$ cat src/rtl/dec_key_sequencer_128.sv
// dec_key_sequencer_128: issues SWAN64 128-bit decryption subkeys over valid/ready; optional DEC_KS_REPLAY_EN adds replay of the last loaded key/delta
module dec_key_sequencer_128 #(
  parameter int KEY_SIZE = 128,
  parameter int SIDE_SIZE = 32,
  parameter int PD = 24,
  parameter logic [31:0] DELTA0 = 32'h9e3779b9,
  parameter int NUM_SK = 32,
  parameter int CNT_W = 6
) (
  input  logic                 clk,
  input  logic                 rst_n,
  input  logic                 start,
  input  logic [KEY_SIZE-1:0]  key_in,
  input  logic [SIDE_SIZE-1:0] delta_in,
  input  logic                 flush,
`ifdef DEC_KS_REPLAY_EN
  input  logic                 replay,
`endif
  output logic [SIDE_SIZE-1:0] sk,
  output logic                 sk_valid,
  input  logic                 sk_ready,
  output logic [CNT_W-1:0]     sk_index,
  output logic                 busy,
  output logic                 done
);
  typedef enum logic [1:0] {IDLE, LOAD, RUN, DONE} state_t;
  state_t state;
  logic [KEY_SIZE-1:0] key_reg, sub_key, next_key;
  logic [SIDE_SIZE-1:0] delta_reg;
  logic [CNT_W-1:0] cnt;
  logic last;
`ifdef DEC_KS_REPLAY_EN
  logic [KEY_SIZE+SIDE_SIZE-1:0] shadow;
`endif
  // one key-schedule step: subtract delta from the low word, then rotate the whole state left
  always_comb begin
    sub_key = {key_reg[KEY_SIZE-1:SIDE_SIZE], key_reg[SIDE_SIZE-1:0] - delta_reg};
    next_key = {sub_key[KEY_SIZE-PD-1:0], sub_key[KEY_SIZE-1:KEY_SIZE-PD]};
    last = cnt == CNT_W'(NUM_SK - 1);
  end
  assign sk = key_reg[SIDE_SIZE-1:0];
  assign sk_index = cnt;
  // control FSM with registered handshake/status outputs; flush outranks everything outside IDLE
  always_ff @(posedge clk or negedge rst_n) begin
    if (!rst_n) begin
      state <= IDLE;
      key_reg <= '0;
      delta_reg <= '0;
      cnt <= '0;
      sk_valid <= 1'b0;
      busy <= 1'b0;
      done <= 1'b0;
`ifdef DEC_KS_REPLAY_EN
      shadow <= '0;
`endif
    end else if (flush && state != IDLE) begin
      state <= IDLE;
      cnt <= '0;
      sk_valid <= 1'b0;
      busy <= 1'b0;
      done <= 1'b0;
    end else begin
      case (state)
        IDLE: begin
          done <= 1'b0;
          if (start && !flush) begin
            key_reg <= key_in;
            delta_reg <= delta_in;
            cnt <= '0;
            busy <= 1'b1;
            state <= LOAD;
`ifdef DEC_KS_REPLAY_EN
            shadow <= {key_in, delta_in};
          end else if (replay && !flush) begin
            key_reg <= shadow[KEY_SIZE+SIDE_SIZE-1:SIDE_SIZE];
            delta_reg <= shadow[SIDE_SIZE-1:0];
            cnt <= '0;
            busy <= 1'b1;
            state <= LOAD;
`endif
          end
        end
        LOAD: begin
          sk_valid <= 1'b1;
          state <= RUN;
        end
        RUN: begin
          if (sk_ready) begin
            key_reg <= next_key;
            delta_reg <= delta_reg - DELTA0;
            cnt <= cnt + 1'b1;
            if (last) begin
              sk_valid <= 1'b0;
              busy <= 1'b0;
              done <= 1'b1;
              state <= DONE;
            end
          end
        end
        default: begin
          done <= 1'b0;
          state <= IDLE;
        end
      endcase
    end
  end
endmodule

$ cat config.mk
export PLATFORM = sky130hd
export DESIGN_NAME = dec_key_sequencer_128
export DESIGN_NICKNAME = d
export VERILOG_FILES = /design/src/rtl/dec_key_sequencer_128.sv
export SDC_FILE = /design/constraint.sdc
export NUM_CORES = 1
export LEC_CHECK = 0
export CORE_MARGIN = 10
export CORE_UTILIZATION = 45
export DETAILED_ROUTE_END_ITERATION = 8
export MAX_ROUTING_LAYER = met4
export PLACE_DENSITY = 0.74
export SYNTH_ARGS = -nofsm -noshare
export SYNTH_HDL_FRONTEND = slang
export SYNTH_SLANG_ARGS = --single-unit
$ cat constraint.sdc
create_clock -name clk -period 2.5 [get_ports clk]
set_input_delay 0.75 -clock clk [delete_from_list [all_inputs] [get_ports clk]]
set_output_delay 0.75 -clock clk [all_outputs]
set_load 0.005 [all_outputs]
==> results.sh, run 1 <==
# source this file to load flow results
export IMPL_outcome="complete, but fails checks"
export IMPL_violations="negative setup slack"
export IMPL_ys_area_mm2=0.0104
export IMPL_yosys_top_cells_count="nand2_1 (185), dfrtp_1 (171), o21ai_0 (149), mux2i_1 (121), a21oi_1 (82)"
export IMPL_met2_length_mm=16.7
export IMPL_finalSetupViolCount=4
export IMPL_syn_inst=1171
export IMPL_layout_setup_ws_ps=-53.6
export IMPL_p_switching_mw=8.53
export IMPL_via_per_inst=5.48
export IMPL_ys_types=67
export IMPL_seqPwrFrac_pct=25.8
export IMPL_ys_sh_adder_pct=4.53
export IMPL_routedWlPerCell_um=19.2
export IMPL_path_cells="inv_1 -> ha_2 -> fa_2 -> nand2b_4 -> a21oi_4 -> o211ai_1 -> buf_4 -> a21oi_4 -> buf_4 -> a21oi_1 -> xnor2_1 -> a221o_1"
export IMPL_cap_violations=0
export IMPL_use_met1_pct=27.6
export IMPL_internal_power_mw=11.1
export IMPL_grt_util_all_layers_pct=22.8
export IMPL_ys_cells=1171
export IMPL_max_slew_worst_pin_slew_ps=748
export IMPL_syn2layout_area_growth_pct=38.5
export IMPL_irDropWorstVdd_v=0.000818
export IMPL_synth_edff_count=0
export IMPL_drive_gt1_share_pct=16.3
export IMPL_wl_met1_mm=14.2
export IMPL_final_hold_violation_count=0
export IMPL_cts_repair_resized=12
export IMPL_cp_slowest_cell="dfrtp_1"
export IMPL_critPathCaptureType="register"
export IMPL_logic_gates=853
export IMPL_startpoint="key_reg[0]$_DFFE_PN0P_"
export IMPL_clockPowerShare_pct=13.8
export IMPL_r2r_start="key_reg[0]$_DFFE_PN0P_"
export IMPL_fp_nets=1373
export IMPL_num_nonclk_buffers=349
export IMPL_layout_nonclk_buf_share_pct=22.8
export IMPL_comb_share_pct=39.6
export IMPL_pg_comb_mw=11.9
export IMPL_cts_sinks=171
export IMPL_core_area_mm2=0.0226
export IMPL_power_density_mw_per_mm2=1370
export IMPL_cp_num_buf_inv=3
export IMPL_nClkBuffers=18
export IMPL_p_total_mw=19.7
export IMPL_taps=285
export IMPL_worst_setup_path_type="register to register"
**Run 1: cells colored by class**

Fill, decap, tap and diode cells in gray.
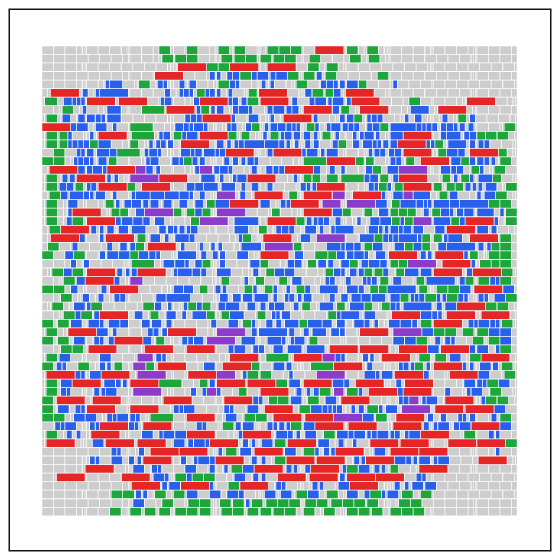
flip-flops -> red  # cells 171, share of their area 31%
all other logic -> blue  # cells 898, share of their area 42%
other buffers and delay cells -> green  # cells 349, share of their area 23%
clock drivers and dummy loads -> purple  # cells 32, share of their area 4.3%

**Run 1: wires at chosen ports, followed through buffers**

Scale bar: 50 µm.
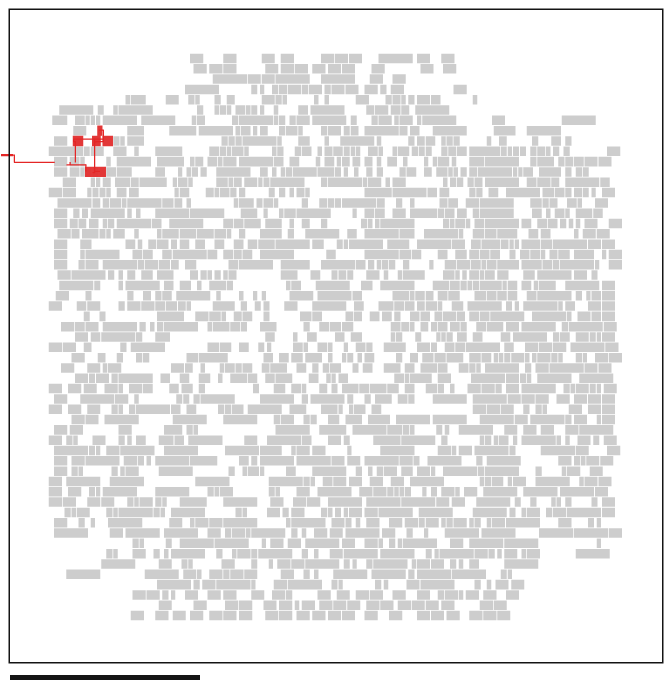
`flush` -> red  # direction input, edge west, end cells 7, buffers 2, wire 52.1 µm
num ports: 206
Port Buf Inserts: 205

**Run 1: cell outlines without signal wires**

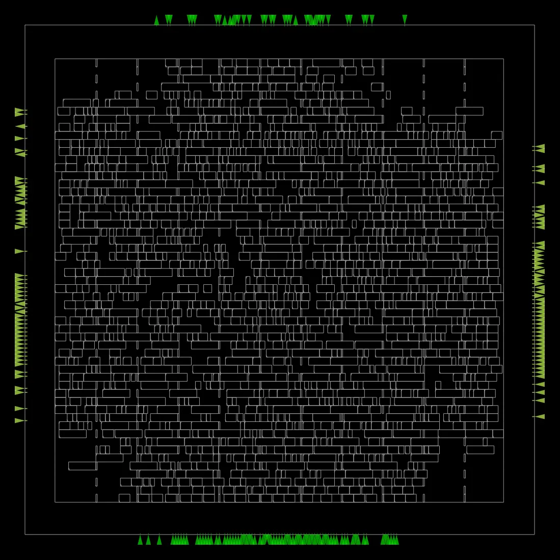
fill count: 1895
Seq area share: 29.8%

==> inputs of run 2 (changes only) <==
--- a/config.mk
+++ b/config.mk
@@ -11,3 +11,3 @@
 export MAX_ROUTING_LAYER = met4
-export PLACE_DENSITY = 0.74
+export PLACE_DENSITY = 0.81
 export SYNTH_ARGS = -nofsm -noshare
==> constraint.sdc (replaced) <==
create_clock -name clk -period 2.5 [get_ports clk]
set_input_delay 0.625 -clock clk [delete_from_list [all_inputs] [get_ports clk]]
set_output_delay 0.625 -clock clk [all_outputs]
set_load 0.005 [all_outputs]
**Run 2: cells colored by class**

Fill, decap, tap and diode cells in gray.
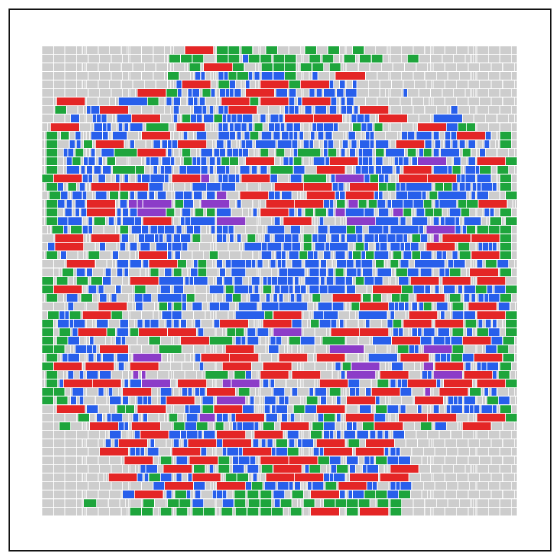
other buffers and delay cells -> green  # cells 317, share of their area 22%
flip-flops -> red  # cells 171, share of their area 31%
all other logic -> blue  # cells 898, share of their area 43%
clock drivers and dummy loads -> purple  # cells 32, share of their area 4.1%

==> results.sh, run 2 <==
# source this file to load flow results
export IMPL_path_cells="ha_4 -> fa_2 -> nand2b_4 -> a21oi_4 -> o211ai_1 -> buf_4 -> a21o_1 -> xnor2_1 -> mux2i_1 -> o21ai_0"
export IMPL_cts_repair_resized=5
export IMPL_final_hold_violation_count=0
export IMPL_syn_inst=1171
export IMPL_fp_nets=1373
export IMPL_p_total_mw=19.3
export IMPL_layout_nonclk_buf_share_pct=21.4
export IMPL_place_congestion=0.959
export IMPL_io_pins=206
export IMPL_met2_length_mm=16.7
export IMPL_cap_violations=0
export IMPL_required_ps=2840
export IMPL_p_switching_mw=8.41
export IMPL_core_area_mm2=0.0226
export IMPL_numPortBuffers=205
export IMPL_layout_setup_ws_ps=-73.5
export IMPL_yosys_top_cells_count="nand2_1 (185), dfrtp_1 (171), o21ai_0 (149), mux2i_1 (121), a21oi_1 (82)"
export IMPL_fill_cells=1867
export IMPL_seqPwrFrac_pct=26.4
export IMPL_critPathCaptureType="register"
export IMPL_worst_setup_path_type="register to register"
export IMPL_use_met1_pct=26.7
export IMPL_irDropWorstVdd_v=0.000614
export IMPL_seq_area_share_pct=30.3
export IMPL_cp_num_buf_inv=1
export IMPL_fin_area_mm2=0.0141
export IMPL_r2r_start="delta_reg[0]$_DFFE_PN0P_"
export IMPL_ys_sh_adder_pct=4.53
export IMPL_pg_comb_mw=11.6
export IMPL_routedWlPerCell_um=19.4
export IMPL_logic_gates=853
export IMPL_ys_cells=1171
export IMPL_finalSetupViolCount=4
export IMPL_drive_gt1_share_pct=15.0
export IMPL_lay_top_cells="clkdlybuf4s50_1 (204), nand2_1 (184), dfrtp_1 (170), o21ai_0 (145), mux2i_1 (121)"
export IMPL_comb_share_pct=40.6
export IMPL_internal_power_mw=10.9
export IMPL_ys_area_mm2=0.0104
export IMPL_ys_types=67
export IMPL_clockPowerShare_pct=13.4
export IMPL_cp_endpoint="key_reg[38]$_DFFE_PN0P_"
export IMPL_violations="negative setup slack"
export IMPL_max_slew_worst_pin_slew_ps=678
export IMPL_cp_slowest_cell="dfrtp_1"
export IMPL_taps=285
export IMPL_startpoint="delta_reg[0]$_DFFE_PN0P_"
export IMPL_outcome="complete, but fails checks"
export IMPL_syn2layout_area_growth_pct=36.0
**Run 2: wires at chosen ports, followed through buffers**

Scale bar: 50 µm.
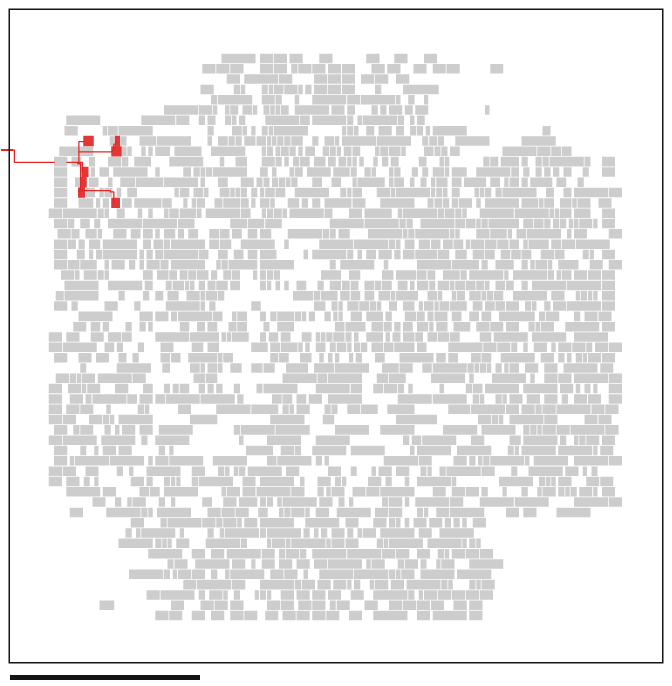
`flush` -> red  # direction input, edge west, end cells 7, buffers 2, wire 62.2 µm

==> inputs of run 3 (changes only) <==
- CAP_MARGIN: not set -> 15
**Run 3: cell outlines without signal wires**

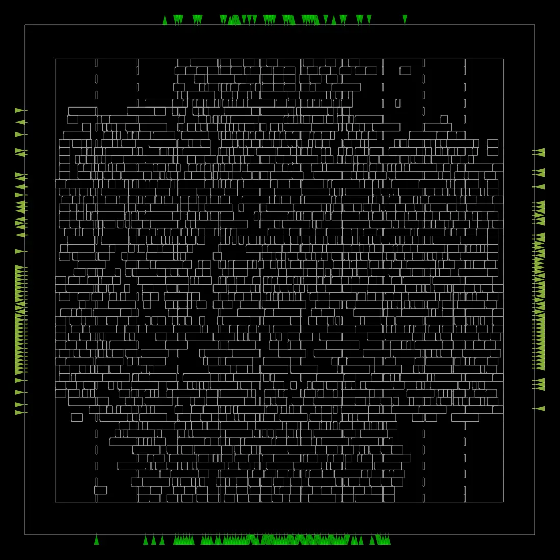
Core ar.: 0.0226 mm²
final core utilization: 62.4%
# Taps: 285
std cell rows: 55
Final Non-Filler Cells: 1705

==> results.sh, run 3 <==
# source this file to load flow results
export IMPL_lay_top_cells="clkdlybuf4s50_1 (204), nand2_1 (184), dfrtp_1 (170), o21ai_0 (145), mux2i_1 (121)"
export IMPL_drive_gt1_share_pct=15.0
export IMPL_worst_setup_path_type="register to register"
export IMPL_cp_slowest_cell="dfrtp_1"
export IMPL_outcome="complete, but fails checks"
export IMPL_p_total_mw=19.3
export IMPL_syn_inst=1171
export IMPL_yosys_top_cells_count="nand2_1 (185), dfrtp_1 (171), o21ai_0 (149), mux2i_1 (121), a21oi_1 (82)"
export IMPL_logic_gates=853
export IMPL_r2r_start="delta_reg[0]$_DFFE_PN0P_"
export IMPL_violations="negative setup slack"
export IMPL_cts_repair_resized=5
export IMPL_ys_types=67
export IMPL_layout_setup_ws_ps=-73.5
export IMPL_fill_cells=1867
export IMPL_startpoint="delta_reg[0]$_DFFE_PN0P_"
export IMPL_cp_num_buf_inv=1
export IMPL_seq_area_share_pct=30.3
export IMPL_p_switching_mw=8.41
export IMPL_required_ps=2840
export IMPL_finalSetupViolCount=4
export IMPL_seqPwrFrac_pct=26.4
export IMPL_syn2layout_area_growth_pct=36.0
**Run 3: PDN straps and rails**

Scale bar: 50 µm. Pins as bars on the die edge. Tap cells in gray.
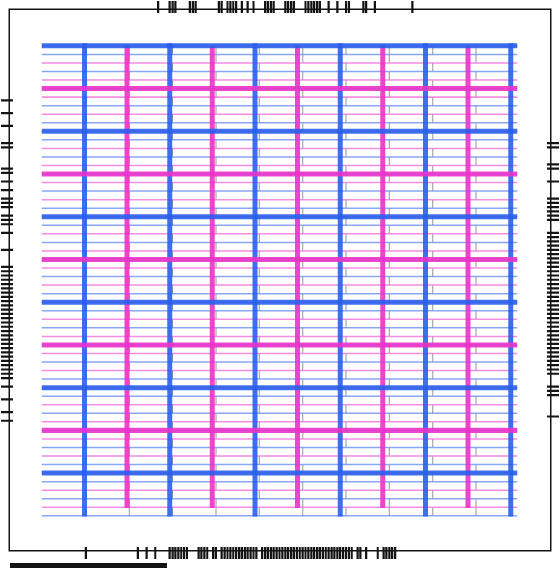
VDD -> magenta
VSS -> blue
met1 rails = 56
met4 straps = 11
tap cells = 285
signal pins = 206
peak supply drop: 0.000614 V
Die Span Y: 172 µm
Die Span X: 172 µm

